===== config.mk =====
export PLATFORM = sky130hd
export DESIGN_NAME = matrix_mult_engine
export DESIGN_NICKNAME = d
export VERILOG_FILES = /design/src/rtl/matrix_mult_engine.sv
export SDC_FILE = /design/constraint.sdc
export NUM_CORES = 2
export LEC_CHECK = 0
export ABC_AREA = 1
export CORE_UTILIZATION = 55
export CTS_CLUSTER_SIZE = 30
export DETAILED_ROUTE_END_ITERATION = 8
export PLACE_DENSITY = 0.76
export SYNTH_ARGS = -nofsm -noshare
export SYNTH_HDL_FRONTEND = slang
export SYNTH_SLANG_ARGS = --single-unit

===== constraint.sdc =====
create_clock -name clk -period 46.5 [get_ports clk]
set_input_delay 11.625 -clock clk [delete_from_list [all_inputs] [get_ports clk]]
set_output_delay 11.625 -clock clk [all_outputs]
set_load 0.1 [all_outputs]

===== src/rtl/matrix_mult_engine.sv =====
// Sequential N x N matrix engine: a single shared multiply/add unit, time-multiplexed by a
// small FSM, computes A*B, A+B, A-B or R+A*B into a result register read back over the bus.
module matrix_mult_engine #(
   parameter int N = 4,
   parameter int W = 16
) (
   input  logic             clk,
   input  logic             rst,
   input  logic             enable,
   input  logic             RW,
   input  logic             matDecide,
   input  logic [1:0]       op,
   input  logic [N*N*W-1:0] dataInBus,
   output logic [N*N*W-1:0] dataOut,
   output logic             fleg,
   output logic             busy,
   output logic             err
);
   localparam int CW = $clog2(N);
   localparam logic [CW-1:0] LAST = CW'(N - 1);
   localparam logic [1:0] OP_MUL = 2'b00;
   localparam logic [1:0] OP_SUB = 2'b10;
   localparam logic [1:0] OP_MAC = 2'b11;

   typedef enum logic [1:0] {IDLE, MUL, ELEM, DONE} StateT;

   StateT              state;
   logic [N*N*W-1:0]   matA;
   logic [N*N*W-1:0]   matB;
   logic [N*N*W-1:0]   matR;
   logic [1:0]         opReg;
   logic [CW-1:0]      rowIdx;
   logic [CW-1:0]      colIdx;
   logic [CW-1:0]      kIdx;
   logic [W-1:0]       acc;

   logic [W-1:0]       mulA;
   logic [W-1:0]       mulB;
   logic [W-1:0]       elemA;
   logic [W-1:0]       elemB;
   logic [W-1:0]       rOld;
   logic [W-1:0]       prod;
   logic [W-1:0]       accBase;
   logic [W-1:0]       macSum;
   logic [W-1:0]       elemRes;

   // Shared datapath; the self-determined W-bit multiply keeps only the low W product bits.
   always_comb begin
      mulA    = matA[(int'(rowIdx) * N + int'(kIdx)) * W +: W];
      mulB    = matB[(int'(kIdx) * N + int'(colIdx)) * W +: W];
      elemA   = matA[(int'(rowIdx) * N + int'(colIdx)) * W +: W];
      elemB   = matB[(int'(rowIdx) * N + int'(colIdx)) * W +: W];
      rOld    = matR[(int'(rowIdx) * N + int'(colIdx)) * W +: W];
      prod    = mulA * mulB;
      accBase = acc;
      if (kIdx == '0) begin
         accBase = (opReg == OP_MAC) ? rOld : '0;
      end
      macSum  = accBase + prod;
      elemRes = (opReg == OP_SUB) ? (elemA - elemB) : (elemA + elemB);
   end

   // Command decode, FSM sequencing and result write-back.
   always_ff @(posedge clk or posedge rst) begin
      if (rst) begin
         state   <= IDLE;
         matA    <= '0;
         matB    <= '0;
         matR    <= '0;
         dataOut <= '0;
         opReg   <= OP_MUL;
         rowIdx  <= '0;
         colIdx  <= '0;
         kIdx    <= '0;
         acc     <= '0;
         fleg    <= 1'b0;
         busy    <= 1'b0;
         err     <= 1'b0;
      end else begin
         fleg <= 1'b0;
         err  <= 1'b0;
         case (state)
            IDLE: begin
               if (enable) begin
                  if (RW && !matDecide) begin
                     matA <= dataInBus;
                     fleg <= 1'b1;
                  end else if (RW) begin
                     matB   <= dataInBus;
                     opReg  <= op;
                     busy   <= 1'b1;
                     rowIdx <= '0;
                     colIdx <= '0;
                     kIdx   <= '0;
                     state  <= (op == OP_MUL || op == OP_MAC) ? MUL : ELEM;
                  end else begin
                     dataOut <= matR;
                     fleg    <= 1'b1;
                  end
               end
            end
            MUL: begin
               if (enable) begin
                  err <= 1'b1;
               end
               if (kIdx == LAST) begin
                  matR[(int'(rowIdx) * N + int'(colIdx)) * W +: W] <= macSum;
                  kIdx <= '0;
                  if (colIdx == LAST) begin
                     colIdx <= '0;
                     if (rowIdx == LAST) begin
                        rowIdx <= '0;
                        state  <= DONE;
                     end else begin
                        rowIdx <= rowIdx + 1'b1;
                     end
                  end else begin
                     colIdx <= colIdx + 1'b1;
                  end
               end else begin
                  acc  <= macSum;
                  kIdx <= kIdx + 1'b1;
               end
            end
            ELEM: begin
               if (enable) begin
                  err <= 1'b1;
               end
               matR[(int'(rowIdx) * N + int'(colIdx)) * W +: W] <= elemRes;
               if (colIdx == LAST) begin
                  colIdx <= '0;
                  if (rowIdx == LAST) begin
                     rowIdx <= '0;
                     state  <= DONE;
                  end else begin
                     rowIdx <= rowIdx + 1'b1;
                  end
               end else begin
                  colIdx <= colIdx + 1'b1;
               end
            end
            DONE: begin
               // A command here is still dropped, but err stays low so it never overlaps fleg.
               fleg  <= 1'b1;
               busy  <= 1'b0;
               state <= IDLE;
            end
            default: state <= IDLE;
         endcase
      end
   end
endmodule


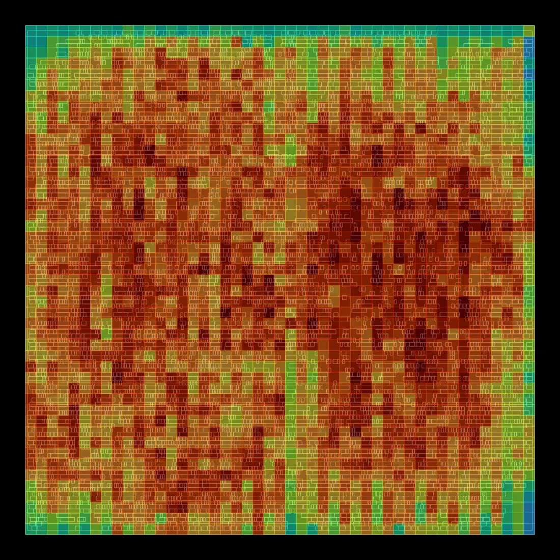
Fig. 1. Congestion heat map.
M3 GR Usage: 0.0754
GR Util All Layers: 0.425
GR Util met2: 0.671
M1 GR Usage: 0.487
busiest grt layer: met2

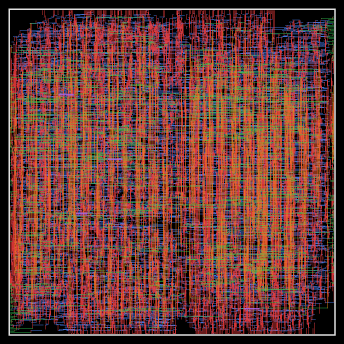
Fig. 2. Metal layers overlaid.
Drawn at 1 px/µm.
| color | layer | wire length |
|---|---|---|
| red | M2 | 104 mm |
| blue | M1 | 77.6 mm |
| purple | M5 | 50.6 µm |
| orange | M4 | 26.4 mm |
| green | M3 | 17900 µm |

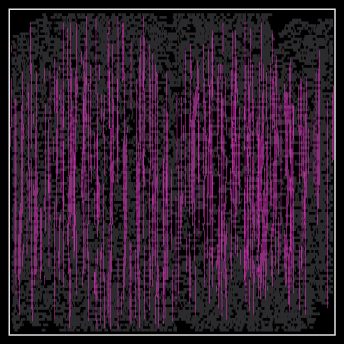
Fig. 3. M4 wires.
Drawn at 1 px/µm. Cells faint in the background.
longest straight run: 218 µm
wire length on this layer: 26.4 mm

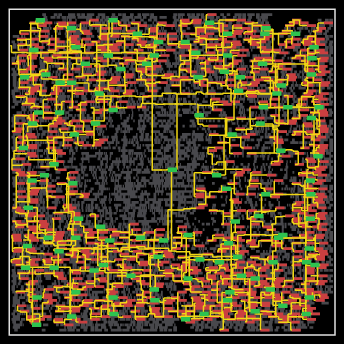
Fig. 4. Routed clock nets over the placement.
Drawn at 1 px/µm.
[green] clock-net drivers | count: 111
[red] flip-flops | count: 1053
[yellow] clock wires | length: 13200 µm
routed clock nets: 112

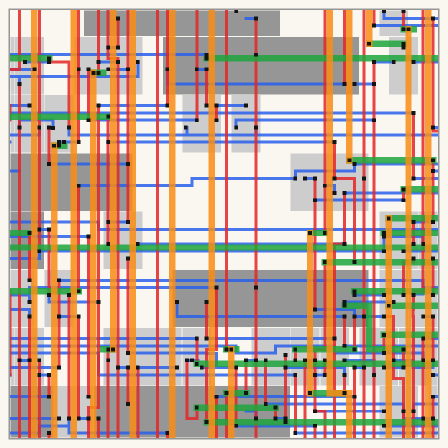
Fig. 5. Layout detail.
Region (233, 71) to (253, 91) µm. Cells in gray, sequential cells in the stronger gray; small squares are vias.
| color | layer |
|---|---|
| green | M3 |
| orange | M4 |
| blue | M1 |
| red | M2 |
sequential cells in the window: 4
cells with their middle in the window: 30
netlist names of flops here include: `matR` (4)
most frequent: nand2_1 (9), o21ai_0 (6), dfrtp_1 (4)

==> results.py <==
# Auto-generated metrics
metrics = {
    "route": {
        "dr.pass1.iters": 8,
        "drt.antenna.violating_nets": 1,
    },
    "final_timing": {
        "period_used_share": 0.332,
        "slew_viol_final": 1,
    },
    "synthesis": {
        "synth-compound-area-share": 0.162,
        "edf_count": 0,
        "fp_nets": 7713,
        "ys_seq_frac": 0.461,
    },
    "outcome": {
        "violations": "antenna violations, max-capacitance violations, max-slew violations",
        "status": "finished, violations left",
    },
    "grt": {
        "grt.overflow.total": 0,
        "grt_max_degree": 265,
    },
    "cells_and_area": {
        "drive_gt1_frac": 0.0602,
        "fillCellCount": 8647,
    },
    "run": {
        "drv_cap": 1,
    },
    "floorplan": {
        "coreArea_um2": 102000,
    },
    "clock_tree": {
        "root_buffer": "clkbuf_16",
        "clkLatencyLatePin_ps": 740,
        "tritoncts": "done",
    },
    "worst_setup_path": {
        "end_kind": "flip-flop",
    },
}
-- layout make-up --
| class | instances | area (µm²) | share of cell area |
|---|---|---|---|
| sequential | 1053 | 26400 | 0.396 |
| multi-input combinational | 4857 | 25300 | 0.380 |
| timing repair buffer | 587 | 5850 | 0.0878 |
| inverter | 888 | 3360 | 0.0505 |
| clock buffer | 158 | 3290 | 0.0494 |
| tap | 1368 | 1710 | 0.0257 |
| clock inverter | 48 | 686 | 0.0103 |
| antenna | 8 | 20.0 | 0.000301 |
-- synthesized netlist by cell type (all sizes together) (2+ instances only) --
| master | count |
|---|---|
| a22oi | 11 |
| o22ai | 30 |
| o2111ai | 30 |
| a21oi | 506 |
| xnor2 | 16 |
| mux2i | 11 |
| or2 | 18 |
| ha | 79 |
| nand3 | 519 |
| o31ai | 36 |
| nor4 | 3 |
| buf | 184 |
| o22a | 2 |
| inv | 876 |
| xor2 | 17 |
| o21ai | 995 |
| o211ai | 92 |
| clkbuf | 294 |
| nand2 | 1758 |
| a22o | 2 |
| a31oi | 7 |
| nor2 | 461 |
| dfrtp | 1053 |
| nand4 | 17 |
| nand3b | 5 |
| clkinv | 12 |
| nor3 | 13 |
| o2bb2ai | 3 |
| fa | 95 |
| a221oi | 2 |
| mux2 | 116 |
| o221ai | 5 |
-- per-layer routing --
layer	GRT usage	wire length, µm	part of all wire
met5	0	50	0.00022
met4	0.411	26400	0.12
met3	0.0754	17900	0.080
met2	0.671	104000	0.46
met1	0.487	77600	0.34
-- layout by cell type, fill, tap and decap left out, drive strengths merged, types with 2 or more instances in the layout --
master and count:
a21oi 506, a221oi 2, a22o 2, a22oi 11, a31oi 7, buf 67, bufinv 14, clkbuf 158
clkdlybuf4s50 520, clkinv 35, clkinvlp 8, dfrtp 1053, diode 8, fa 95, ha 79, inv 879
mux2 116, mux2i 11, nand2 1758, nand3 519, nand3b 5, nand4 17, nor2 461, nor3 13
nor4 3, o2111ai 30, o211ai 92, o21ai 995, o221ai 5, o22a 2, o22ai 30, o2bb2ai 3
o31ai 36, or2 18, xnor2 16, xor2 17
-- worst max-delay path: stages --
cell and delay [ps]:
clkdlybuf4s50_1 510, nand2_1 190, nor2_4 40, buf_4 380, inv_8 780, buf_4 870, buf_4 930, nand2_1 150
o21ai_0 150
-- through the flow --
stage	hold slack [ps]	instances	util	setup WS (ps)
6_report	471	8967	0.651	31070
5_1_grt	484	8959	0.650	30840
4_1_cts	474	8959	0.650	31300
3_5_place_dp	458	8753	0.612	30620
3_3_place_gp	453	8753	0.612	30730
2_1_floorplan	442	7276	-	5240
-- worst min-delay path by stage --
stage | slack (ps) | endpoint
detailed placement | 460 | matB[22]
CTS | 470 | matB[57]
global placement | 450 | matB[24]
finish | 470 | matB[0]
global route | 480 | matB[15]
floorplan | 440 | matB[26]
